===== src/rtl/dds_sweep_gen.sv =====
`default_nettype none
// ============================================================================
// Module      : dds_sweep_gen
// Description : Stepped-frequency (chirp) phase-increment generator that
//               feeds the Taylor-series DDS. Supports single, sawtooth and
//               triangle sweeps.
// Revision    : 1.0 - initial release
// ============================================================================
module dds_sweep_gen #(
    parameter int G_DOUT_WIDTH = 24,
    parameter int G_CNT_WIDTH  = 16
) (
    input  logic                    clk,
    input  logic                    reset_n,
    input  logic                    enable,
    input  logic                    start,
    input  logic [1:0]              mode,
    input  logic [G_DOUT_WIDTH-1:0] f_start,
    input  logic [G_DOUT_WIDTH-1:0] f_step,
    input  logic [G_CNT_WIDTH-1:0]  num_steps,
    input  logic [G_CNT_WIDTH-1:0]  dwell,
    output logic [G_DOUT_WIDTH-1:0] dout,
    output logic                    dout_valid,
    input  logic                    dout_ready,
    output logic                    busy,
    output logic                    done
);

    localparam logic       c_ST_IDLE  = 1'b0;
    localparam logic       c_ST_RUN   = 1'b1;
    localparam logic [1:0] c_MODE_SAW = 2'd1;
    localparam logic [1:0] c_MODE_TRI = 2'd2;
    localparam logic       c_DIR_UP   = 1'b0;
    localparam logic       c_DIR_DN   = 1'b1;
    localparam logic [G_CNT_WIDTH-1:0] c_CNT_ZERO = '0;
    localparam logic [G_CNT_WIDTH-1:0] c_CNT_ONE  = {{(G_CNT_WIDTH-1){1'b0}}, 1'b1};

    logic                    r_state;
    logic [1:0]              r_mode;
    logic [G_DOUT_WIDTH-1:0] r_f_start;
    logic [G_DOUT_WIDTH-1:0] r_f_step;
    logic [G_CNT_WIDTH-1:0]  r_last_idx;
    logic [G_CNT_WIDTH-1:0]  r_dwell_last;
    logic [G_CNT_WIDTH-1:0]  r_idx;
    logic [G_CNT_WIDTH-1:0]  r_dc;
    logic                    r_dir;
    logic [G_DOUT_WIDTH-1:0] r_freq;
    logic                    r_valid;
    logic                    r_busy;
    logic                    r_done;

    logic                    w_xfer;
    logic                    w_level_end;
    logic                    w_leg_end;
    logic [G_DOUT_WIDTH-1:0] w_freq_up;
    logic [G_DOUT_WIDTH-1:0] w_freq_dn;
    logic [G_CNT_WIDTH-1:0]  w_last_idx_in;
    logic [G_CNT_WIDTH-1:0]  w_dwell_last_in;

    // Zero counts behave as one, so the terminal values saturate at zero.
    assign w_last_idx_in   = (num_steps == c_CNT_ZERO) ? c_CNT_ZERO : num_steps - c_CNT_ONE;
    assign w_dwell_last_in = (dwell == c_CNT_ZERO) ? c_CNT_ZERO : dwell - c_CNT_ONE;

    assign w_xfer      = r_valid & dout_ready;
    assign w_level_end = (r_dc == r_dwell_last);
    assign w_leg_end   = (r_dir == c_DIR_UP) ? (r_idx == r_last_idx) : (r_idx == c_CNT_ZERO);
    assign w_freq_up   = r_freq + r_f_step;
    assign w_freq_dn   = r_freq - r_f_step;

    always_ff @(posedge clk or negedge reset_n) begin
        if (!reset_n) begin
            r_state      <= c_ST_IDLE;
            r_mode       <= 2'd0;
            r_f_start    <= '0;
            r_f_step     <= '0;
            r_last_idx   <= '0;
            r_dwell_last <= '0;
            r_idx        <= '0;
            r_dc         <= '0;
            r_dir        <= c_DIR_UP;
            r_freq       <= '0;
            r_valid      <= 1'b0;
            r_busy       <= 1'b0;
            r_done       <= 1'b0;
        end else if (!enable) begin
            r_state      <= c_ST_IDLE;
            r_mode       <= 2'd0;
            r_f_start    <= '0;
            r_f_step     <= '0;
            r_last_idx   <= '0;
            r_dwell_last <= '0;
            r_idx        <= '0;
            r_dc         <= '0;
            r_dir        <= c_DIR_UP;
            r_freq       <= '0;
            r_valid      <= 1'b0;
            r_busy       <= 1'b0;
            r_done       <= 1'b0;
        end else begin
            r_done <= 1'b0;
            case (r_state)
                c_ST_IDLE: begin
                    if (start) begin
                        r_mode       <= mode;
                        r_f_start    <= f_start;
                        r_f_step     <= f_step;
                        r_last_idx   <= w_last_idx_in;
                        r_dwell_last <= w_dwell_last_in;
                        r_freq       <= f_start;
                        r_idx        <= '0;
                        r_dc         <= '0;
                        r_dir        <= c_DIR_UP;
                        r_valid      <= 1'b1;
                        r_busy       <= 1'b1;
                        r_state      <= c_ST_RUN;
                    end
                end
                default: begin
                    if (w_xfer) begin
                        if (!w_level_end) begin
                            r_dc <= r_dc + c_CNT_ONE;
                        end else begin
                            r_dc <= '0;
                            if (!w_leg_end) begin
                                if (r_dir == c_DIR_UP) begin
                                    r_freq <= w_freq_up;
                                    r_idx  <= r_idx + c_CNT_ONE;
                                end else begin
                                    r_freq <= w_freq_dn;
                                    r_idx  <= r_idx - c_CNT_ONE;
                                end
                            end else if (r_mode == c_MODE_SAW) begin
                                r_freq <= r_f_start;
                                r_idx  <= '0;
                            end else if (r_mode == c_MODE_TRI) begin
                                // A one-level leg has nowhere to turn to; hold f_start.
                                if (r_last_idx != c_CNT_ZERO) begin
                                    if (r_dir == c_DIR_UP) begin
                                        r_dir  <= c_DIR_DN;
                                        r_freq <= w_freq_dn;
                                        r_idx  <= r_idx - c_CNT_ONE;
                                    end else begin
                                        r_dir  <= c_DIR_UP;
                                        r_freq <= w_freq_up;
                                        r_idx  <= r_idx + c_CNT_ONE;
                                    end
                                end
                            end else begin
                                r_state <= c_ST_IDLE;
                                r_valid <= 1'b0;
                                r_busy  <= 1'b0;
                                r_done  <= 1'b1;
                            end
                        end
                    end
                end
            endcase
        end
    end

    assign dout       = r_freq;
    assign dout_valid = r_valid;
    assign busy       = r_busy;
    assign done       = r_done;

endmodule
`default_nettype wire


===== config.mk =====
export PLATFORM = sky130hd
export DESIGN_NAME = dds_sweep_gen
export DESIGN_NICKNAME = d
export VERILOG_FILES = /design/src/rtl/dds_sweep_gen.sv
export SDC_FILE = /design/constraint.sdc
export NUM_CORES = 1
export LEC_CHECK = 0
export CAP_MARGIN = 20
export CORE_MARGIN = 2
export CORE_UTILIZATION = 38
export DETAILED_ROUTE_END_ITERATION = 16
export GPL_ROUTABILITY_DRIVEN = 0
export SYNTH_ARGS = -nofsm -noshare
export SYNTH_HDL_FRONTEND = slang
export SYNTH_SLANG_ARGS = --single-unit

===== constraint.sdc =====
create_clock -name clk -period 2.7 [get_ports clk]
set_input_delay 0.405 -clock clk [delete_from_list [all_inputs] [get_ports clk]]
set_output_delay 0.405 -clock clk [all_outputs]
set_load 0.01 [all_outputs]

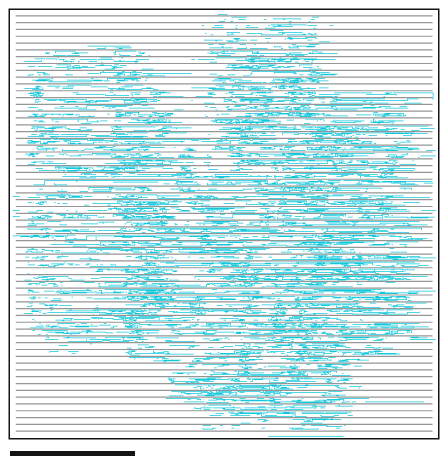
run_1/met1.png
Scale bar: 50 um. Supply wires on this layer in grey.
longest straight run: 52.7 um
main direction: horizontal
nets with wire on the layer: 1444
Detailed Route WL: 33400 um
via count of the routed design: 10300

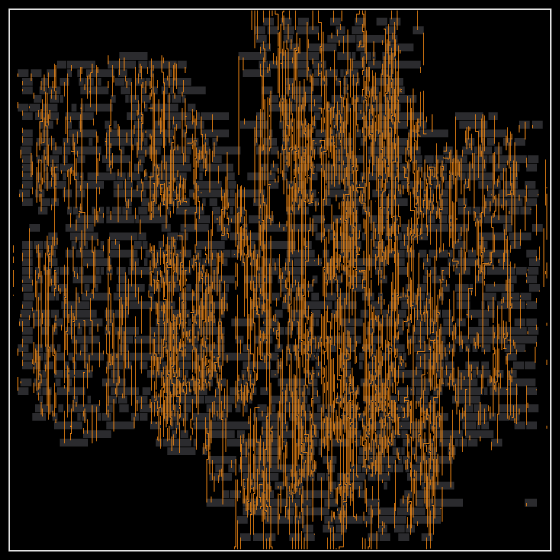
run_1/met2.png
share of all routed wire: 47%
main direction: vertical
wire length on this layer: 15700 um
grt met2 use: 0.382

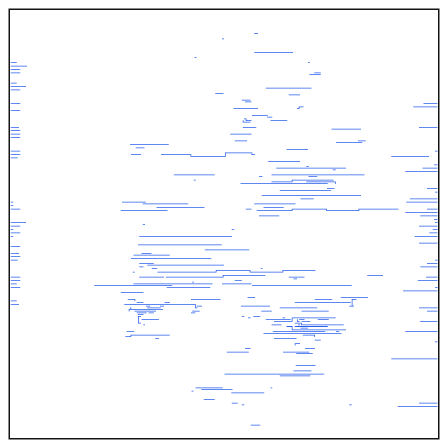
run_1/met3.png
nets with wire on the layer: 179
wire length on this layer: 1940 um
grt met3 use: 0.0315

==> Implementation_results.wiki, run 1 <==
== Flow metrics ==
{| class="wikitable"
! Metric !! Value
|-
| Status || finished, violations left
|-
| Most used cells in the layout excluding fill and tap cells || 166 x sky130_fd_sc_hd__buf_4, 140 x sky130_fd_sc_hd__dfrtp_1, 112 x sky130_fd_sc_hd__clkdlybuf4s50_1
|-
| Wire per inst || 18.2 um
|-
| Post-layout total power || 8.99 mW
|-
| Die width || 171 um
|-
| Fraction of the yosys area taken by sequential cells || 0.335
|-
| Maximum frequency from static timing analysis || 0.339 GHz
|-
| Violations in the final reports || negative hold slack, negative setup slack
|-
| Crit path kind || register to register
|-
| Clock tree from TritonCTS || yes
|-
| Endpoint class of the critical path || register
|-
| Classification of the worst-slack hold path || input port to async pin
|-
| Post-synth ARST share || 1.00
|-
| H-tree level count || 4
|-
| Setup repair after global routing missed its margin || true
|-
| Xor and xnor fraction of the mapped netlist area || 0.0801
|-
| Area fraction in mux cells || 0.0141
|-
| Effective utilization at floorplan || 0.383
|-
| Clock insertion delay at the later pin of the skew report || 440 ps
|-
| Netlist cell types || 90
|-
| Placed cell areas || 13200 um^2
|-
| Cells after Synth || 1216
|-
| CTS clock-pin slew for the worst setup and hold paths || 70 ps
|-
| Min Hold Slack || -18.1 ps
|-
| Tally of yosys warning messages || 0
|-
| Final design instance area without fill || 14100 um^2
|-
| List of cells traversed by the critical path || ha_4 > fa_2 > nor3b_4 > o31ai_2 > buf_4 > a21oi_2 > or3_4 > buf_4 > a2111oi_4 > o21ai_1 > a21oi_1 > o21ai_1
|-
| Final period utilization || 1.09
|-
| Total standard cell area after synthesis || 10600 um^2
|-
| Count of endpoints failing setup in the final report || 9
|-
| Number of nets in the synthesized netlist || 1360
|-
| Leading area contributor after synthesis || sky130_fd_sc_hd__dfrtp_1
|-
| GR Util All Layers || 0.229
|-
| Registers, synthesis || 142
|-
| Fin. Hold Viols || 24
|-
| Routed vias/inst || 5.61
|-
| Antenna diode count || 0
|-
| Top cell family by delay on the critical path || AND-OR/OR-AND gates
|-
| OpenROAD warning count || 56
|-
| Clock Root Buffer || sky130_fd_sc_hd__clkbuf_16
|-
| Combined buffer and inverter count along the critical path || 2
|-
| Total global routing overflow || 0
|-
| Final worst slack || -248 ps
|-
| And+or+nand+nor area frac || 0.187
|-
| Final routed DRC violation total || 0
|-
| Cts hold-fix bufs || 0
|}
-- run 1: path summary, 6_finish.rpt --
path | startpoint | endpoint | slack [ps] | cells after the start
max in group asynchronous | reset_n | r_dc[6] | 2050 | 2
worst min-delay path | reset_n | r_f_step[5] | -20 | 1
min in group clk | r_f_start[2] | r_f_start[2] | 500 | 2
worst max-delay path | dout[0] | dout[20] | -250 | 12
worst max register to register | dout[0] | dout[20] | -250 | 12
worst min register to register | r_f_start[2] | r_f_start[2] | 500 | 2
-- run 1: layer usage --
layer	track usage	share of wire	wire (um)
met1	0.306	0.45	15000
met2	0.382	0.47	15700
met5	0	0	0
met4	0.0763	0.023	776
met3	0.0315	0.058	1940
-- run 1: stage by stage --
step / TNS [ps] / util / cells
2_1_floorplan: -236 / - / 1216
3_3_place_gp: -2240 / 0.476 / 1793
3_5_place_dp: -2740 / 0.476 / 1793
4_1_cts: -1450 / 0.503 / 1831
5_1_grt: -3100 / 0.510 / 1839
6_report: -1700 / 0.510 / 1839
-- run 1: synthesized netlist by cell type, types with 15 or more instances --
cell,n
sky130_fd_sc_hd__a21oi_1,75
sky130_fd_sc_hd__a22o_1,53
sky130_fd_sc_hd__a22oi_1,15
sky130_fd_sc_hd__and3_1,17
sky130_fd_sc_hd__buf_2,22
sky130_fd_sc_hd__clkbuf_1,38
sky130_fd_sc_hd__dfrtp_1,142
sky130_fd_sc_hd__ha_1,55
sky130_fd_sc_hd__inv_1,60
sky130_fd_sc_hd__nand2_1,105
sky130_fd_sc_hd__nand3_1,23
sky130_fd_sc_hd__nand4_1,15
sky130_fd_sc_hd__nor2_1,76
sky130_fd_sc_hd__nor3_1,37
sky130_fd_sc_hd__o21ai_0,92
sky130_fd_sc_hd__xnor2_1,62
sky130_fd_sc_hd__xor2_1,33
-- run 1: cell type report --
class	instances	area, um^2	share of cell area
inverter	62	235	0.0167
clock buffer	17	425	0.0302
multi-input combinational	935	6670	0.473
sequential	142	3560	0.252
timing repair buffer	290	2550	0.181
clock inverter	15	184	0.0131
tap	378	473	0.0336
-- run 1: flip-flops by register name (all words and copies together), names as in the netlist --
| signal | count |
|---|---|
| r_dwell_last | 16 |
| r_f_step | 24 |
| r_f_start | 24 |
| done | 1 |
| r_state | 1 |
| dout | 24 |
| r_dc | 16 |
| r_mode | 2 |
| busy | 1 |
| r_dir | 1 |
| r_idx | 16 |
| r_last_idx | 16 |
-- run 1: kinds of logic after synthesis --
logic type      Yosys count
buf+inv                 139
mux                      12
fa+ha+maj                57
simple gates            371
compound gates          399
xor+xnor                 96
flops                   142
-- run 1: repair_timing --
item,CTS,global route
pin swaps,18,25
resized,23,27
setup endpoints to repair,13,28
setup buffers,6,9
-- run 1: report_power, final --
group	internal [mW]	switching, mW
registers	2.30	0.177
clock network	1.26	1.18
logic	1.89	2.19
total	5.45	3.54
==> run 2: changes to the inputs <==
- RECOVER_POWER: unset -> 100
- SETUP_SLACK_MARGIN: unset -> 0.15
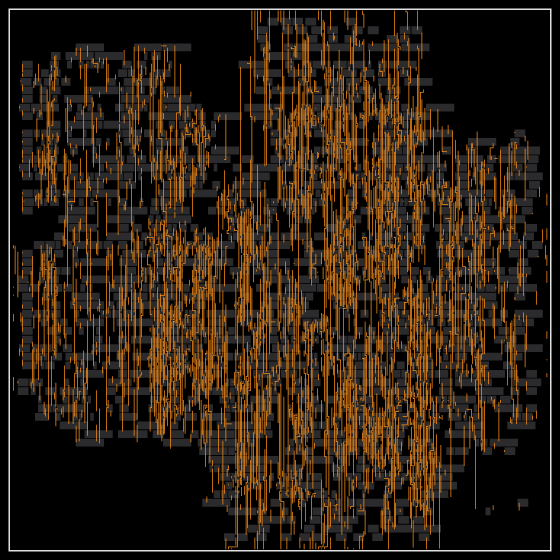
run_2/met2.png
wire length on this layer: 16000 um
share of all routed wire: 48%
longest straight run: 57.1 um
grt met2 use: 0.385
Detailed Route WL: 33600 um
via count of the routed design: 10300

==> run 2 against run 1 <==
First-iteration DRC count decreased by 9.5%. Maximum frequency up 0.65%. Non-clock buffer count is 10 higher. Clock power hardly changed. Register-to-register slack improved by 20 ps. Cell count up 0.60%. Total power increased by 2.1%. Synthesized cell count unchanged. Sequential power is essentially flat. Utilization rose by 0.89 points. The flow finishes with violations (negative setup slack). Flip-flop count stayed put. Wire length up 0.60%.
==> Implementation_results.wiki, run 2 <==
== Flow metrics ==
{| class="wikitable"
! Metric !! Value
|-
| Status || finished, violations left
|-
| Violations in the final reports || negative setup slack
|-
| Final worst slack || -229 ps (+19.2 ps)
|-
| Wire per inst || 18.2 um (about the same)
|-
| H-tree level count || 4 (unchanged)
|-
| CTS clock-pin slew for the worst setup and hold paths || 70 ps (about the same)
|-
| Longest Clk Path Bufs || 2
|-
| Total global routing overflow || 0 (unchanged)
|-
| Number of top-level pins || 114
|-
| Registers, synthesis || 142 (unchanged)
|-
| Count of endpoints failing setup in the final report || 9 (unchanged)
|-
| Final Skew || 19.1 ps
|-
| Endpoint class of the critical path || register
|-
| Maximum frequency from static timing analysis || 0.341 GHz (+0.65%)
|-
| Leading cell type by number of instances after synthesis || sky130_fd_sc_hd__dfrtp_1
|-
| Clock Root Buffer || sky130_fd_sc_hd__clkbuf_16
|-
| Fraction of the yosys area taken by sequential cells || 0.335 (unchanged)
|-
| Number of violations reported at the end of detailed-routing iteration 0 || 820
|-
| Final instance count without filler cells || 1850 (+0.60%)
|-
| Final period utilization || 1.08 (-0.00710)
|-
| Top cell family by delay on the critical path || AND-OR/OR-AND gates
|-
| Clock insertion delay at the later pin of the skew report || 450 ps (about the same)
|-
| Post-synth ARST share || 1.00 (unchanged)
|-
| Crit path kind || register to register
|-
| Final routed DRC violation total || 0 (unchanged)
|-
| Core Box Area || 27600 um^2
|-
| Most Frequent Cell on Critical Path || sky130_fd_sc_hd__a221o_1
|-
| Most used cells in the layout excluding fill and tap cells || 167 x sky130_fd_sc_hd__buf_4, 138 x sky130_fd_sc_hd__dfrtp_1, 102 x sky130_fd_sc_hd__nand2_1
|-
| OpenROAD warning count || 56 (unchanged)
|-
| Classification of the worst-slack hold path || register to register
|-
| Total standard cell area after synthesis || 10600 um^2 (unchanged)
|-
| Largest net degree at the start of global routing || 82
|-
| TritonCTS Buffers || 17
|-
| Tally of yosys warning messages || 0 (unchanged)
|-
| Netlist cell types || 90 (unchanged)
|-
| Average cell area after synthesis || 8.71 um^2
|-
| Worst setup slack after placement || -361 ps
|-
| Clock tree from TritonCTS || yes
|-
| List of cells traversed by the critical path || ha_2 > fa_2 > nor3b_4 > o31ai_2 > buf_4 > a21oi_2 > or3_4 > a221o_1 > xnor2_1 > a221oi_1 > a221o_1
|-
| Critical Path Source Type || register
|-
| Setup repair after global routing missed its margin || true
|-
| Power Density || 640 nW/um^2
|-
| Arrival time at the worst endpoint || 3250 ps
|-
| Leading area contributor after synthesis || sky130_fd_sc_hd__dfrtp_1
|-
| Most numerous cell types in the synthesized netlist || 142 x sky130_fd_sc_hd__dfrtp_1, 105 x sky130_fd_sc_hd__nand2_1, 92 x sky130_fd_sc_hd__o21ai_0
|-
| Routed vias/inst || 5.59 (-0.42%)
|-
| Total leakage power || 6.17 nW
|-
| Effective utilization at floorplan || 0.383 (unchanged)
|-
| Number of nets in the synthesized netlist || 1360 (unchanged)
|-
| Total placed cells including tap cells || 1793 (unchanged)
|-
| Die width || 171 um (unchanged)
|-
| Fin. Hold Viols || 0 (-100%)
|-
| Combined buffer and inverter count along the critical path || 1 (-1)
|-
| Total Neg Setup Slack || -1350 ps (+353 ps)
|-
| Layout Area Growth over Synthesis || 35.3%
|-
| GR Util All Layers || 0.231 (+0.00225)
|-
| Cells after Synth || 1216 (unchanged)
|-
| First-pass iteration count of the detailed router || 5
|}
[run 2: netlist changes by cell type in the layout (fill, tap and decap cells not counted), sizes merged]
cell           delta
clkinvlp          +1
diode             +1
clkbuf            +4
buf               +5
dlygate4sd3      +22
inv               -2
clkinv            +1
clkdlybuf4s50    -21
[run 2: layout make-up]
class                           count  area [um^2]  area share
Clock buffer                       17          425      0.0297
Multi-Input combinational cell    935         6820       0.475
Inverter                           62          235      0.0164
Tap cell                          378          473      0.0330
Clock inverter                     15          190      0.0133
Antenna cell                        1         2.50    0.000175
Sequential cell                   142         3560       0.248
Timing Repair Buffer              300         2640       0.184
[run 2: worst paths after layout]
kind | from | cells past startpoint | slack, ps | endpoint
max in group asynchronous | reset_n | 3 | 510 | r_state
hold reg to reg | r_f_start[2] | 2 | 480 | r_f_start[2]
setup / recovery | dout[0] | 11 | -230 | dout[16]
min in group asynchronous | reset_n | 2 | 710 | dout[5]
hold / removal | r_f_start[2] | 2 | 480 | r_f_start[2]
setup reg to reg | dout[0] | 11 | -230 | dout[16]
[run 2: what timing repair did]
action / 4_1_cts / 5_1_grt
resized: 28 / 65
buffers inserted: 7 / 16
hold buffers: 1 / 0
pin swaps: 19 / 36
setup endpoints to repair: 29 / 35
endpoints found under the hold margin: 42 / 0
[run 2: layer usage]
metal	vias to the layer above	wire length, um	track usage
li1	4944	-	-
met1	4990	14900	0.302
met2	338	16000	0.385
met3	61	1870	0.0338
met4	0	845	0.0910
met5	-	0	0
[run 2: report_power, final]
part           switching, mW  internal (mW)  leakage, nW
sequential             0.187           2.30         1.91
clock                   1.18           1.26        0.296
combinational           2.23           2.02         3.96
[run 2: logic make-up after synthesis]
group	Yosys count	share of synthesized area
XOR/XNOR	96	0.0801
buffers and inverters	139	0.0572
AND/OR/NAND/NOR	371	0.187
adder cells (fa/ha/maj)	57	0.0687
flip-flops	142	0.335
AND-OR/OR-AND	399	0.258
multiplexers	12	0.0141
[run 2: stage by stage]
step | instance area, um^2 | hold slack, ps | util | power, mW
floorplan | 10600 | 109 | - | 4.79
global placement | 13200 | 360 | 0.476 | 6.29
detailed placement | 13200 | 362 | 0.476 | 6.31
CTS | 14000 | 474 | 0.505 | 8.92
global route | 14300 | 527 | 0.519 | 9.70
finish | 14300 | 479 | 0.519 | 9.18
[run 2: worst reg2reg max path, stage by stage, from the launching register on]
cell	delay, ps
sky130_fd_sc_hd__dfrtp_1	400
sky130_fd_sc_hd__ha_2	200
sky130_fd_sc_hd__fa_2	380
sky130_fd_sc_hd__nor3b_4	170
sky130_fd_sc_hd__o31ai_2	230
sky130_fd_sc_hd__buf_4	170
sky130_fd_sc_hd__a21oi_2	50
sky130_fd_sc_hd__or3_4	390
sky130_fd_sc_hd__a221o_1	330
sky130_fd_sc_hd__xnor2_1	150
sky130_fd_sc_hd__a221oi_1	100
sky130_fd_sc_hd__a221o_1	260
==> run 3: changes to the inputs <==
- CORE_ASPECT_RATIO: unset -> 0.9
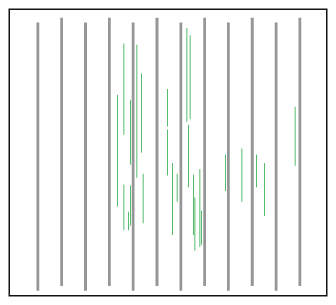
run_3/met4.png
Supply wires on this layer in grey.
main direction: vertical
longest straight run: 75.5 um
nets with wire on the layer: 23
share of all routed wire: 2.4%
Detailed Route WL: 35100 um
via count of the routed design: 10500

==> run 3 against run 2 <==
The flow finishes with violations (max-capacitance violations, max-slew violations, negative setup slack). Combinational power is 5.2% higher. First-iteration DRC count decreased by 24%. Wire length increased by 4.5%. Sequential share of layout area fell by 0.49 points. Die size barely moved. Critical path depth fell by 2. Critical path type unchanged. Largest power group unchanged. Highest routed layer unchanged.
==> Implementation_results.wiki, run 3 <==
== Flow metrics ==
{| class="wikitable"
! Metric !! Value
|-
| Status || finished, violations left
|-
| Violations in the final reports || max-capacitance violations, max-slew violations, negative setup slack
|-
| Layout Area Growth over Synthesis || 38.1%
|-
| Arrival time at the worst endpoint || 3240 ps (about the same)
|-
| Clock tree from TritonCTS || yes
|-
| Number of violations reported at the end of detailed-routing iteration 0 || 622 (-24%)
|-
| Effective utilization at floorplan || 0.390 (+0.00644)
|-
| Power Density || 636 nW/um^2 (-0.54%)
|-
| Largest net degree at the start of global routing || 82 (unchanged)
|-
| Final worst slack || -199 ps (+29.9 ps)
|-
| Critical Path Source Type || register
|-
| Total global routing overflow || 0 (unchanged)
|-
| Top cell family by delay on the critical path || AND-OR/OR-AND gates
|-
| Post-synth ARST share || 1.00 (unchanged)
|-
| Routed vias/inst || 5.68 (+1.7%)
|-
| Classification of the worst-slack hold path || register to register
|-
| Max-capacitance violation count || 1
|-
| Setup repair after global routing missed its margin || true
|-
| Final standard cell utilization of the core || 0.539 (+0.0195)
|-
| Final Max Tran Viols || 58
|-
| Clock insertion delay at the later pin of the skew report || 450 ps (about the same)
|-
| Fraction of the yosys area taken by sequential cells || 0.335 (unchanged)
|-
| Count of endpoints failing setup in the final report || 33 (+24)
|-
| Total Neg Setup Slack || -2510 ps (-1160 ps)
|-
| Endpoint class of the critical path || register
|-
| Total placed cells including tap cells || 1772 (-1.2%)
|-
| Clock Root Buffer || sky130_fd_sc_hd__clkbuf_16
|-
| Most used cells in the layout excluding fill and tap cells || 167 x sky130_fd_sc_hd__buf_4, 137 x sky130_fd_sc_hd__dfrtp_1, 96 x sky130_fd_sc_hd__nand2_1
|-
| Die width || 180 um (+5.3%)
|-
| Final period utilization || 1.07 (-0.0111)
|-
| Most numerous cell types in the synthesized netlist || 142 x sky130_fd_sc_hd__dfrtp_1, 105 x sky130_fd_sc_hd__nand2_1, 92 x sky130_fd_sc_hd__o21ai_0
|-
| Maximum frequency from static timing analysis || 0.345 GHz (+1.0%)
|-
| Combined buffer and inverter count along the critical path || 0 (-1)
|-
| Crit path kind || register to register
|-
| Depth of the worst register-to-register path || 9 (-2)
|-
| Critical path depth || 9 (-2)
|-
| Final design instance area without fill || 14600 um^2 (+2.1%)
|}
run 3: cell counts after synthesis:
Identical to the previous run, type by type.
run 3: timing repair:
item	CTS	global route
pin swaps	28	39
hold buffers	1	0
setup endpoints to repair	25	38
setup buffers	15	30
gates cloned	0	5
gates resized	41	99
hold endpoints to repair	54	0
run 3: cell families after synthesis:
kind of cell	synth area share
simple gates	0.187
compound gates	0.258
xor+xnor	0.0801
fa+ha+maj	0.0687
buf+inv	0.0572
mux	0.0141
flops	0.335
run 3: worst register-to-register path, cell delays in order (launching register included):
cell and delay [ps]:
sky130_fd_sc_hd__dfrtp_2 460, sky130_fd_sc_hd__ha_4 260, sky130_fd_sc_hd__nand2b_4 140, sky130_fd_sc_hd__a221o_1 360, sky130_fd_sc_hd__a2111o_1 460, sky130_fd_sc_hd__a211oi_2 250, sky130_fd_sc_hd__o21ai_1 120, sky130_fd_sc_hd__a32oi_1 210
sky130_fd_sc_hd__mux2_2 360, sky130_fd_sc_hd__o31ai_2 180
run 3: metrics by stage:
stage,hold WS [ps],worst slack [ps]
2_1_floorplan,109,-111
3_3_place_gp,441,-270
3_5_place_dp,441,-290
4_1_cts,494,-204
5_1_grt,517,-290
6_report,504,-199
run 3: final cells by class:
| type | count | area, um^2 | share of cell area |
|---|---|---|---|
| timing repair buffer | 330 | 2930 | 0.200 |
| tap | 354 | 443 | 0.0303 |
| sequential | 142 | 3560 | 0.243 |
| clock buffer | 17 | 425 | 0.0291 |
| multi-input combinational | 935 | 6890 | 0.471 |
| clock inverter | 14 | 143 | 0.00975 |
| antenna | 2 | 5.00 | 0.000342 |
| inverter | 62 | 235 | 0.0161 |
run 3: report_power, final:
group	switching (mW)	leakage [nW]	internal (mW)
registers	0.180	1.91	2.31
clock network	1.01	0.275	1.35
logic	2.32	4.19	2.14
run 3: per-layer routing:
| layer | vias up | GRT usage | share of wire |
|---|---|---|---|
| met5 | - | 0 | 0 |
| met4 | 0 | 0.0846 | 0.024 |
| met3 | 58 | 0.0501 | 0.076 |
| met2 | 420 | 0.366 | 0.45 |
| met1 | 5058 | 0.313 | 0.45 |
| li1 | 5003 | - | - |
run 3: worst paths after layout:
check | start | endpoint | slack [ps]
max | dout[1] | dout[21] | -200
min | r_dwell_last[5] | r_dwell_last[5] | 500
max reg2reg | dout[1] | dout[21] | -200
min reg2reg | r_dwell_last[5] | r_dwell_last[5] | 500
max in group asynchronous | reset_n | r_dwell_last[12] | 490
min in group asynchronous | reset_n | done | 930
Power figures rest on the tool's default switching activity, not on a simulated workload.
